`config.mk`:
```
export PLATFORM = sky130hd
export DESIGN_NAME = ad_sample_ctrl
export DESIGN_NICKNAME = d
export VERILOG_FILES = /design/src/rtl/ad_sample_ctrl.sv
export SDC_FILE = /design/constraint.sdc
export NUM_CORES = 1
export LEC_CHECK = 0
export CAP_MARGIN = 20
export CORE_ASPECT_RATIO = 1.5
export CORE_MARGIN = 5
export CORE_UTILIZATION = 35
export CTS_BUF_LIST = sky130_fd_sc_hd__clkbuf_4
export DETAILED_ROUTE_END_ITERATION = 10
export SYNTH_ARGS = -nofsm -noshare
export SYNTH_HDL_FRONTEND = slang
export SYNTH_SLANG_ARGS = --single-unit
```
`constraint.sdc`:
```
create_clock -name clk -period 1.9 [get_ports clk]
set_input_delay 0.19 -clock clk [delete_from_list [all_inputs] [get_ports clk]]
set_output_delay 0.19 -clock clk [all_outputs]
set_load 0.02 [all_outputs]
```
`src/rtl/ad_sample_ctrl.sv`:
```
// ad_sample_ctrl: AD9238 capture sequencer feeding a sample FIFO under MAC control.
// Latency: ad_data -> fifo_wr_data is one register stage; all outputs are registered.
// Backpressure: a slot that meets fifo_full is dropped (sticky overflow), so capture length never stretches.
//
// Ports:
//   clk, rst_n            sole rising-edge clock, synchronous active-low reset
//   ad_data               12-bit offset-binary ADC sample, valid every clk
//   ad_sample_req/_ack    4-phase capture handshake with MAC control
//   sample_len            requested sample count, latched when a request is accepted
//   read_req/read_req_ack downstream drain request and its one-cycle acknowledge
//   fifo_wr_en/_wr_data   sample FIFO write port; fifo_full is the FIFO full flag
//   busy, overflow        status: not idle / a sample was dropped this capture
module ad_sample_ctrl #(
  parameter logic [31:0] SAMPLE_MAX    = 32'h00080000,
  parameter int          SETTLE_CYCLES = 16,
  parameter bit          DATA_SIGN     = 1'b1
) (
  input  logic        clk,
  input  logic        rst_n,
  input  logic [11:0] ad_data,
  input  logic        ad_sample_req,
  output logic        ad_sample_ack,
  input  logic [31:0] sample_len,
  input  logic        read_req,
  output logic        read_req_ack,
  output logic        fifo_wr_en,
  output logic [15:0] fifo_wr_data,
  input  logic        fifo_full,
  output logic        busy,
  output logic        overflow
);

  localparam logic [2:0] IDLE      = 3'd0;
  localparam logic [2:0] SETTLE    = 3'd1;
  localparam logic [2:0] WAIT_READ = 3'd2;
  localparam logic [2:0] CAPTURE   = 3'd3;
  localparam logic [2:0] DONE      = 3'd4;

  localparam logic [31:0] SETTLE_LAST = 32'(SETTLE_CYCLES - 1);

  logic [2:0]  state;
  logic [2:0]  state_nxt;
  logic [31:0] len;
  logic [31:0] len_clamp;
  logic [31:0] settle_cnt;
  logic [31:0] slot_cnt;
  logic        launch;     // a sample slot is issued at this edge
  logic [15:0] fmt_data;

  assign len_clamp = (sample_len > SAMPLE_MAX) ? SAMPLE_MAX : sample_len;

  // Offset binary becomes two's complement by flipping the MSB.
  always_comb begin
    if (DATA_SIGN) fmt_data = {{4{~ad_data[11]}}, ~ad_data[11], ad_data[10:0]};
    else           fmt_data = {4'h0, ad_data};
  end

  // Dropping the request outside IDLE/DONE is an abort and wins over everything else.
  always_comb begin
    state_nxt = state;
    launch    = 1'b0;
    case (state)
      IDLE: begin
        if (ad_sample_req) state_nxt = (len_clamp == 32'd0) ? DONE : SETTLE;
      end
      SETTLE: begin
        if (!ad_sample_req)                state_nxt = IDLE;
        else if (settle_cnt == SETTLE_LAST) state_nxt = WAIT_READ;
      end
      WAIT_READ: begin
        if (!ad_sample_req) state_nxt = IDLE;
        else if (read_req) begin
          state_nxt = CAPTURE;
          launch    = 1'b1;
        end
      end
      CAPTURE: begin
        if (!ad_sample_req)       state_nxt = IDLE;
        else if (slot_cnt == len) state_nxt = DONE;
        else                      launch    = 1'b1;
      end
      DONE: begin
        if (!ad_sample_req) state_nxt = IDLE;
      end
      default: state_nxt = IDLE;
    endcase
  end

  // Outputs are registered from the next-state decode so they line up with the
  // state they describe. fifo_full is sampled at the edge that issues the slot.
  always_ff @(posedge clk) begin
    if (!rst_n) begin
      state         <= IDLE;
      len           <= 32'd0;
      settle_cnt    <= 32'd0;
      slot_cnt      <= 32'd0;
      ad_sample_ack <= 1'b0;
      read_req_ack  <= 1'b0;
      fifo_wr_en    <= 1'b0;
      fifo_wr_data  <= 16'h0000;
      busy          <= 1'b0;
      overflow      <= 1'b0;
    end else begin
      state        <= state_nxt;
      fifo_wr_data <= fmt_data;

      if (state == IDLE && ad_sample_req) begin
        len      <= len_clamp;
        overflow <= 1'b0;
      end

      if (state == SETTLE && state_nxt == SETTLE) settle_cnt <= settle_cnt + 32'd1;
      else                                        settle_cnt <= 32'd0;

      // slot_cnt holds the number of slots issued so far in this capture.
      if (launch)                    slot_cnt <= (state == WAIT_READ) ? 32'd1 : slot_cnt + 32'd1;
      else if (state_nxt != CAPTURE) slot_cnt <= 32'd0;

      fifo_wr_en <= launch && !fifo_full;
      if (launch && fifo_full) overflow <= 1'b1;

      read_req_ack  <= (state == WAIT_READ) && (state_nxt == CAPTURE);
      ad_sample_ack <= (state_nxt == DONE);
      busy          <= (state_nxt != IDLE);
    end
  end

endmodule

```
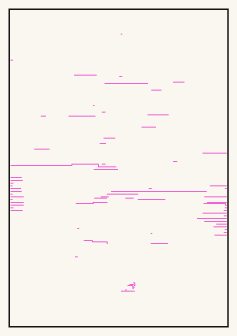
(the metal 3 layer)
nets with wire on the layer: 51
longest straight run: 47.4 um
wire length on this layer: 473 um
main direction: horizontal
grt met3 use: 3.816%
DR vias: 4414
final wirelength: 13.36 mm

==> changes_impl.md <==
### Metrics

* Clk sinks at 116
* Status: finished, final reports clean
* Logic area at 2597 um^2
* Wire length per cell at 15.12 um
* Worst path max stage delay at 0.41 ns
* Comb area leader: simple AND/OR/NAND/NOR gates
* Congestion Overflow GR at 0
* Worst path arrival time at 2.22 ns
* DP Area at 6415 um^2
* Post-CTS Setup Bufs at 0
* WP data required at 2.30 ns
* Insertion Delay late pin at 0.51 ns
* Top class by area: logic gates
* Hold slack at 0.1931 ns
* Post-layout instance area at 6815 um^2
* Count leader, synth: dfxtp_1
* Mapped Area at 5057 um^2
* Final Total Pwr at 4.968 mW
* Met2 Use GR at 31.11%
* Port Buffer Count at 69
* Max Transition Viols Final at 0
* Antenna violations before repair at 1
* EDFF count, synth at 0
* Die Ht at 157.2 um
* CTS H-tree lvls at 4
* Number of multi-input logic gates at 398
* Biggest regs: len (32), settle_cnt (32), slot_cnt (32)
* Dominant power group: registers
* Final std cells w/o fill at 884
* Vias in the first global route at 4537
* Avg Cell Area, Syn at 9.246 um^2
* Max-Cap Viols at 0
* Global route hottest layer: met2
* Row cnt at 53
* Switching share of power at 20.91%
* Min-delay worst type: in2reg
* Final TNS setup at 0 ns
* Maximum fanout along the worst path at 31
* Non-CTS inverters at 9
* Met1 GRT Util at 15.90%
* Clock net power at 2.19 mW
* Met3 Wirelength at 473 um
* Clk root buf: clkbuf_4
* Tool warning count at 26
* Tapcells at 192
* Tmin final at 1.823 ns
* DIE AREA at 17000 um^2
* Cycle use final at 95.92%
* Post_cts resized at 3
* Reg power frac at 49.4%
* Cells after synthesis at 547
* ClkCell Share at 5.085%
* Clkbuf count at 18
* Setup crit start kind: flip-flop
* CP Buf/Inv Count at 1
* Largest area contributor in the synthesized netlist: dfxtp_1
* Clock power frac at 44.1%
* Clock tree from TritonCTS: built
* Flops out of synthesis at 116
* Peak VDD IR at 0.3482 mV
* Seq power at 2.46 mW
* Hpwl dp at 10.06 mm
* First-pass GRT wire length at 21.10 mm
* Slew headroom at 66.51%
* Comb pwr at 0.322 mW
* Area growth from synthesis to layout at 34.76%
* Yosys cell types at 46
* Worst setup EP type: flip-flop
* Filler cells at 1326
* Die W at 108.2 um
* Critical path's top delay family: simple AND/OR/NAND/NOR gates
* Critical-path cell list: xnor2_1 -> nand4_1 -> nor4_4 -> a21o_1 -> buf_12 -> nor2_1
* Flops at 116
* Placed cell count at 852
* Fraction of registers with async set/reset at 0%
* Power per cell area at 728.9 nW/um^2
* Area share, top type at 45.92%
* Post-CTS Hold Fix Bufs at 0
* Final worst slack at 0.07743 ns
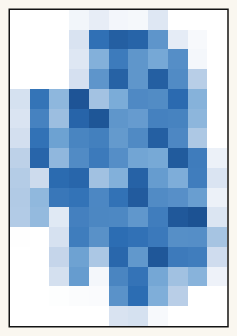
(cell area per tile)
The die is cut into 11 by 16 equal tiles; white is low, dark blue is high, 0 to 100% covered.
mean over tiles: 39%
emptiest ninth of the die: south-west
densest ninth of the die: center
tiles over 75% full: 12%
fullest tile: 86%
nearly empty tiles: 23%
post-layout util: 48.25%
core region area: 14120 um^2
fp_density: 35.80%

worst paths after layout:
check	from	end	slack (ns)	depth (start not counted)
worst max-delay path	slot_cnt[21]	slot_cnt[2]	0.08	6
worst max register to register	slot_cnt[21]	slot_cnt[2]	0.08	6
worst min-delay path	ad_data[11]	fifo_wr_data[11]	0.19	2
worst min register to register	len[28]	len[28]	0.50	1
placed cells by master, fill, tap and decap left out, types with 5 or more instances in the layout:
cell type / count
buf_4: 64
clkdlybuf4s50_1: 69
nand4_1: 34
clkbuf_4: 18
nand2_1: 17
inv_1: 9
and2_1: 15
nor2_2: 6
buf_12: 5
bufinv_16: 6
o21ai_0: 6
nor4_1: 19
nor2_1: 95
dfxtp_1: 115
xor2_1: 42
a32oi_1: 19
xnor2_1: 45
and3_1: 24
nand3_1: 27
Power and IR drop assume default switching activity.
